--- src/rtl/apb_v3_master.sv ---
// apb_v3_master: single-outstanding APB3 master.
// Accepts one read/write command over a valid/ready port. It runs the
// IDLE -> SETUP -> ACCESS sequence with wait states and an optional
// access timeout. Each command gets a one-cycle response pulse.
//
// Parameters:
//   RD_LAT  : 0 = P_rdata sampled on the completing ACCESS edge,
//             1 = P_rdata sampled one edge later (RDWAIT state).
//   TIMEOUT : ACCESS cycles without P_ready before abort; 0 disables it.
//
// Ports:
//   P_clk, P_rst                    clock, synchronous active-high reset
//   cmd_valid/cmd_ready             command handshake
//   cmd_write/cmd_addr/cmd_wdata    command payload
//   rsp_valid/rsp_rdata/rsp_err     one-cycle response
//   P_addr/P_selx/P_enable/P_write/P_wdata/P_ready/P_rdata  APB3 bus
module apb_v3_master #(
  parameter int unsigned RD_LAT  = 1,
  parameter int unsigned TIMEOUT = 16
) (
  input  logic        P_clk,
  input  logic        P_rst,
  input  logic        cmd_valid,
  output logic        cmd_ready,
  input  logic        cmd_write,
  input  logic [31:0] cmd_addr,
  input  logic [31:0] cmd_wdata,
  output logic        rsp_valid,
  output logic [31:0] rsp_rdata,
  output logic        rsp_err,
  output logic [31:0] P_addr,
  output logic        P_selx,
  output logic        P_enable,
  output logic        P_write,
  output logic [31:0] P_wdata,
  input  logic        P_ready,
  input  logic [31:0] P_rdata
);

  typedef enum logic [1:0] {IDLE, SETUP, ACCESS, RDWAIT} state_t;

  localparam bit          TO_EN   = (TIMEOUT != 0);
  localparam bit          RD_REG  = (RD_LAT != 0);
  // Unused when TIMEOUT is 0 (the underflowed value is masked by TO_EN).
  localparam logic [31:0] TO_LAST = 32'(TIMEOUT - 1);

  state_t      state, state_nxt;
  logic [31:0] wait_cnt, wait_cnt_nxt;
  logic        sel_nxt, en_nxt, wr_nxt;
  logic        rsp_valid_nxt, rsp_err_nxt;
  logic [31:0] addr_nxt, wdata_nxt, rdata_nxt;

  assign cmd_ready = (state == IDLE);

  // Next-state and next-output logic. The bus outputs are registered, so
  // they are computed here for the state being entered.
  always_comb begin
    state_nxt     = state;
    wait_cnt_nxt  = wait_cnt;
    sel_nxt       = P_selx;
    en_nxt        = P_enable;
    wr_nxt        = P_write;
    addr_nxt      = P_addr;
    wdata_nxt     = P_wdata;
    rsp_valid_nxt = 1'b0;
    rsp_err_nxt   = rsp_err;
    rdata_nxt     = rsp_rdata;

    case (state)
      IDLE: begin
        if (cmd_valid) begin
          state_nxt = SETUP;
          sel_nxt   = 1'b1;
          addr_nxt  = cmd_addr;
          wr_nxt    = cmd_write;
          wdata_nxt = cmd_wdata;
        end
      end

      SETUP: begin
        state_nxt    = ACCESS;
        en_nxt       = 1'b1;
        wait_cnt_nxt = '0;
      end

      ACCESS: begin
        if (P_ready) begin
          // Ready takes priority over a coincident timeout.
          sel_nxt = 1'b0;
          en_nxt  = 1'b0;
          if (P_write || !RD_REG) begin
            state_nxt     = IDLE;
            rsp_valid_nxt = 1'b1;
            rsp_err_nxt   = 1'b0;
            if (!P_write) begin
              rdata_nxt = P_rdata;
            end
          end else begin
            state_nxt = RDWAIT;
          end
        end else if (TO_EN && (wait_cnt == TO_LAST)) begin
          state_nxt     = IDLE;
          sel_nxt       = 1'b0;
          en_nxt        = 1'b0;
          rsp_valid_nxt = 1'b1;
          rsp_err_nxt   = 1'b1;
          rdata_nxt     = '0;
        end else begin
          wait_cnt_nxt = wait_cnt + 32'd1;
        end
      end

      RDWAIT: begin
        state_nxt     = IDLE;
        rsp_valid_nxt = 1'b1;
        rsp_err_nxt   = 1'b0;
        rdata_nxt     = P_rdata;
      end

      default: state_nxt = IDLE;
    endcase
  end

  always_ff @(posedge P_clk) begin
    if (P_rst) begin
      state     <= IDLE;
      wait_cnt  <= '0;
      P_selx    <= 1'b0;
      P_enable  <= 1'b0;
      P_write   <= 1'b0;
      P_addr    <= '0;
      P_wdata   <= '0;
      rsp_valid <= 1'b0;
      rsp_err   <= 1'b0;
      rsp_rdata <= '0;
    end else begin
      state     <= state_nxt;
      wait_cnt  <= wait_cnt_nxt;
      P_selx    <= sel_nxt;
      P_enable  <= en_nxt;
      P_write   <= wr_nxt;
      P_addr    <= addr_nxt;
      P_wdata   <= wdata_nxt;
      rsp_valid <= rsp_valid_nxt;
      rsp_err   <= rsp_err_nxt;
      rsp_rdata <= rdata_nxt;
    end
  end

endmodule

--- config.mk ---
export PLATFORM = sky130hd
export DESIGN_NAME = apb_v3_master
export DESIGN_NICKNAME = d
export VERILOG_FILES = /design/src/rtl/apb_v3_master.sv
export SDC_FILE = /design/constraint.sdc
export NUM_CORES = 1
export LEC_CHECK = 0
export CORE_ASPECT_RATIO = 1.2
export CORE_MARGIN = 4
export CORE_UTILIZATION = 39
export DETAILED_ROUTE_END_ITERATION = 10
export PLACE_DENSITY = 0.76
export SYNTH_ARGS = -nofsm -noshare
export SYNTH_HDL_FRONTEND = slang
export SYNTH_SLANG_ARGS = --single-unit
--- constraint.sdc ---
create_clock -name P_clk -period 2.3 [get_ports P_clk]
set_clock_uncertainty 0.15 [all_clocks]
set_input_delay 0.46 -clock P_clk [delete_from_list [all_inputs] [get_ports P_clk]]
set_output_delay 0.46 -clock P_clk [all_outputs]
set_load 0.01 [all_outputs]
Supply network:
Scale bar: 20 um. Pins as bars on the die edge. Tap cells in grey.
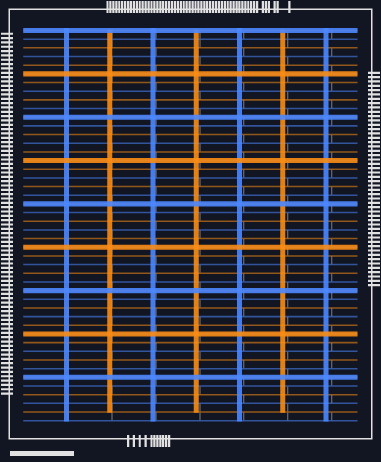
orange -> VDD
blue -> VSS
signal pins = 203
met5 straps = 9
height of the die: 134 um
VDD IR max: 546 uV

Cells coloured by class:
Scale bar: 20 um.
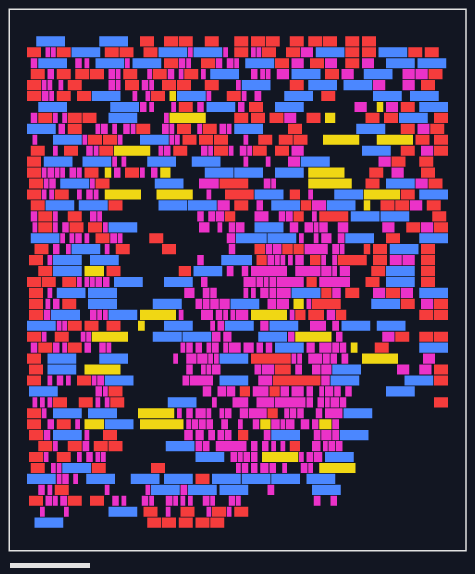
red -> remaining buffers and delay cells  # cells 229
blue -> sequential cells  # cells 135
yellow -> clock drivers and dummy loads  # cells 32
magenta -> combinational and other logic  # cells 436
total number of placement rows: 45
final standard cell area without fillers: 0.00821 mm^2

Clock wires, drivers and flops:
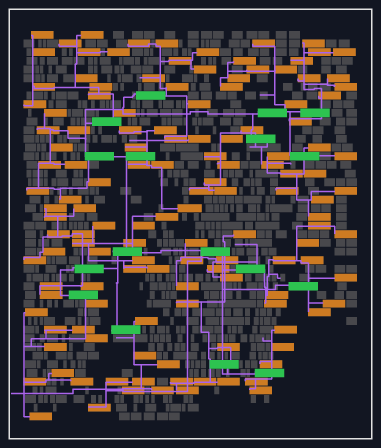
purple -> clock wires  # length 1710 um
orange -> flip-flops  # count 135
green -> clock drivers  # count 17
flops lie = spread over the die
power dissipated in the clock network: 2.65 mW
source-to-sink clock delay at the later pin of the worst-skew pair: 0.42 ns
part of the power in the clock network: 44.8%

Metal layers overlaid:
Scale bar: 20 um. Two of the layers only.
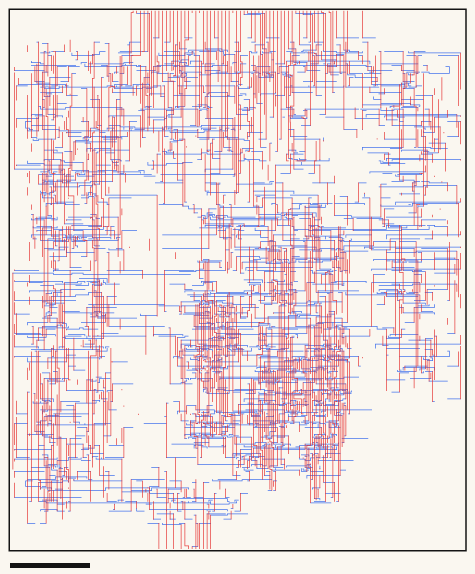
blue -> metal 1  # wire length 6150 um
red -> metal 2  # wire length 7870 um
total wire length: 16200 um
post-detailed-route wirelength per cell: 16.2 um
detailed-route via count: 5404
combined global-route utilization of all metal layers: 20.5%

Cell placement:
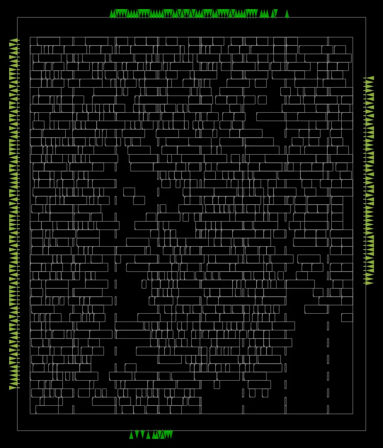
Filler cells: 1058
core box area: 0.0128 mm^2
final std cells w/o fill: 996
flip-flop and latch count: 135
Final Util: 63.9%

==> summary.json <==
{
  "run_status": {
    "status": "finished, final reports clean"
  },
  "final_timing": {
    "setup_tns_final_ns": 0,
    "worst_slack_ns": 0.00290,
    "max_slew.worst_pin.slew_ns": 1.16,
    "fmax_mhz": 435,
    "max-slew-margin-rel_pct": 22.8,
    "grt_setup_unrepaired": "true",
    "slew_limit_fails": 0,
    "fin_crit_share_pct": 99.9,
    "finalHoldViolations": 0,
    "final_period_minus_worst_setup_slack_ns": 2.30,
    "hold_slack_final_ns": 0.158
  },
  "yosys": {
    "yosysTopAreaCell": "dfxtp_1",
    "synth.cell_area_mm2": 0.00518,
    "yosys_most_used_dff": "dfxtp_1",
    "syn_avg_cell_area_um2": 8.50,
    "edf_count": 0,
    "fp_nets": 712,
    "total_of_flip_flops_plus_latches_after_synthesis": 135,
    "synth-area-yosys_mm2": 0.00518,
    "synthDistinctLibCells": 45,
    "postSynthCellCount": 610,
    "yosysMostFrequentCell": "nand2_1",
    "postSynthSeqShare_pct": 52.1,
    "top_cells_by_area": "dfxtp_1, nand2_1, a21oi_1, a22o_1, o21ai_0",
    "synthTopCellsByCount": "nand2_1, dfxtp_1, a21oi_1, o21ai_0, a22o_1"
  },
  "power_and_ir_drop": {
    "power-per-cell-area_mw_per_mm2": 722,
    "power.static_leakage_nw": 3.05,
    "power.total_mw": 5.92
  },
  "clock_network": {
    "hold_buffers": 0,
    "htree_levels": 4,
    "cts_tree": "done",
    "clock_tree.root_cell": "clkbuf_16",
    "clk_path_buf_depth": 2,
    "numCtsBuffers": 17,
    "clk_pin_slew_worst_paths_ns": 0.06
  },
  "final_layout": {
    "antenna_cells": 0,
    "post_route_cells_drive_above_1_share_pct": 10.2,
    "finalNetCount": 921,
    "flow.area_growth_from_synthesis_pct": 58.3
  },
  "setup_path": {
    "cp-start-kind": "flip-flop",
    "regToRegEndpoint": "wait_cnt[20]",
    "criticalPathCategory": "flip-flop to flip-flop",
    "worstPathMaxFanout": 6,
    "arrival_ns": 2.48,
    "crit_required_ns": 2.48,
    "timing.critical_path.to_type": "flip-flop",
    "reg2regPathDepth": 7,
    "reg2reg_slack_ns": 0.003
  },
  "run": {
    "maxCapViolations": 0,
    "log.warning_count": 27
  },
  "hold_path": {
    "hp-class": "input pin to flip-flop",
    "worstHoldStart": "P_rst",
    "worstHoldEndpoint": "rsp_err",
    "holdPathStages": 2
  },
  "grt": {
    "gr-total-overflow": 0,
    "number_of_global_route_vias_before_repair": 5201,
    "first_pass_grt_wire_length_um": 25100,
    "antenna_found_initial": 0
  },
  "drt": {
    "viasPerCell": 5.43,
    "drt_iter0_markers": 421,
    "drtAntennaViolNets": 0,
    "residual_drc_count": 0,
    "first_pass_iters": 5
  },
  "floorplan": {
    "die_w_um": 113,
    "io-pin-count": 203,
    "initial_utilization_pct": 40.4
  },
  "placed_design": {
    "gpl.final_weighted_congestion": 0.800,
    "hpwlAfterDp_um": 11200,
    "port_buffers": 202,
    "detailedPlace.worstSlack_ns": -0.0583,
    "cell_area_after_placement_mm2": 0.00746
  }
}
cells in the final DEF (no fill, tap or decap), types with 5 or more instances in the layout:
cell	n
o21ai_0	31
clkdlybuf4s50_1	200
nand4_1	9
buf_4	18
clkinv_2	6
nand3_1	14
inv_1	5
o31ai_1	6
o21ai_1	8
nor2_1	29
dfxtp_1	133
nand2_1	146
a22o_1	32
a31oi_1	7
nor3_1	6
clkbuf_16	17
a21oi_1	88
buf_12	5
report_power, final:
part           switching [mW]  internal, mW  leakage [nW]
logic                   0.344         0.435          1.67
clock network            1.01          1.64         0.281
registers              0.0551          2.43          1.10
cells by family (layout without fill, tap and decap cells):
kind of cell	count (synthesis)	after routing	share of synthesized area [%]
and+or+nand+nor	240	240	20.8
AOI/OAI and AO/OA	189	189	22.5
DFF	135	135	52.1
buffers and inverters	44	266	4.08
adders and majority gates	1	1	0.241
muxes	1	1	0.193
how the worst max path moves through the flow:
| stage | startpoint | end | slack, ns | depth (start not counted) |
|---|---|---|---|---|
| after global routing | wait_cnt[18] | wait_cnt[29] | -0.26 | 7 |
| after global placement | wait_cnt[0] | rsp_rdata[27] | -0.04 | 8 |
| after floorplan | wait_cnt[0] | wait_cnt[15] | 0.07 | 8 |
| final | wait_cnt[18] | wait_cnt[20] | 0.003 | 7 |
| after CTS | wait_cnt[0] | rsp_rdata[9] | 0.009 | 8 |
| after detailed placement | wait_cnt[1] | wait_cnt[9] | -0.06 | 9 |
worst max-delay path, stage by stage (launching register included):
cell,delay [ns]
dfxtp_1,0.35
nor4_1,0.41
nand3_2,0.20
o31a_4,0.43
a21oi_4,0.19
bufbuf_16,0.30
o21ai_0,0.08
o21ai_0,0.09
state kept, by name, summed over array words and instances (netlist names):
signal and count:
P_addr 32, P_wdata 32, rsp_rdata 32, wait_cnt 32, state 2, P_enable 1, P_selx 1, P_write 1
rsp_err 1, rsp_valid 1
per-layer routing:
metal / routed length, um / GRT usage, %
met4: 374 / 9.08
met1: 6150 / 22.2
met3: 1770 / 9.79
met2: 7870 / 33.9
met5: 0 / 0
stage by stage:
| stage | std cells | utilization [%] |
|---|---|---|
| after floorplan | 610 | - |
| after global placement | 959 | 58.1 |
| after detailed placement | 959 | 58.1 |
| after CTS | 994 | 63.4 |
| after global routing | 996 | 63.9 |
| final | 996 | 63.9 |
layout make-up:
type,count,area [um^2],area share [%]
clock inverter,13,129,1.57
tap,164,205,2.50
timing repair buffer,229,2330,28.4
inverter,5,18.8,0.229
sequential,135,2710,33.0
clock buffer,19,453,5.52
multi-input combinational,431,2360,28.8
timing repair:
action,4_1_cts,5_1_grt
gates cloned,2,0
resized,9,17
pin swaps,0,7
endpoints found under the setup margin,58,62
setup buffers,2,2
Power is estimated from default activity; no workload was simulated.
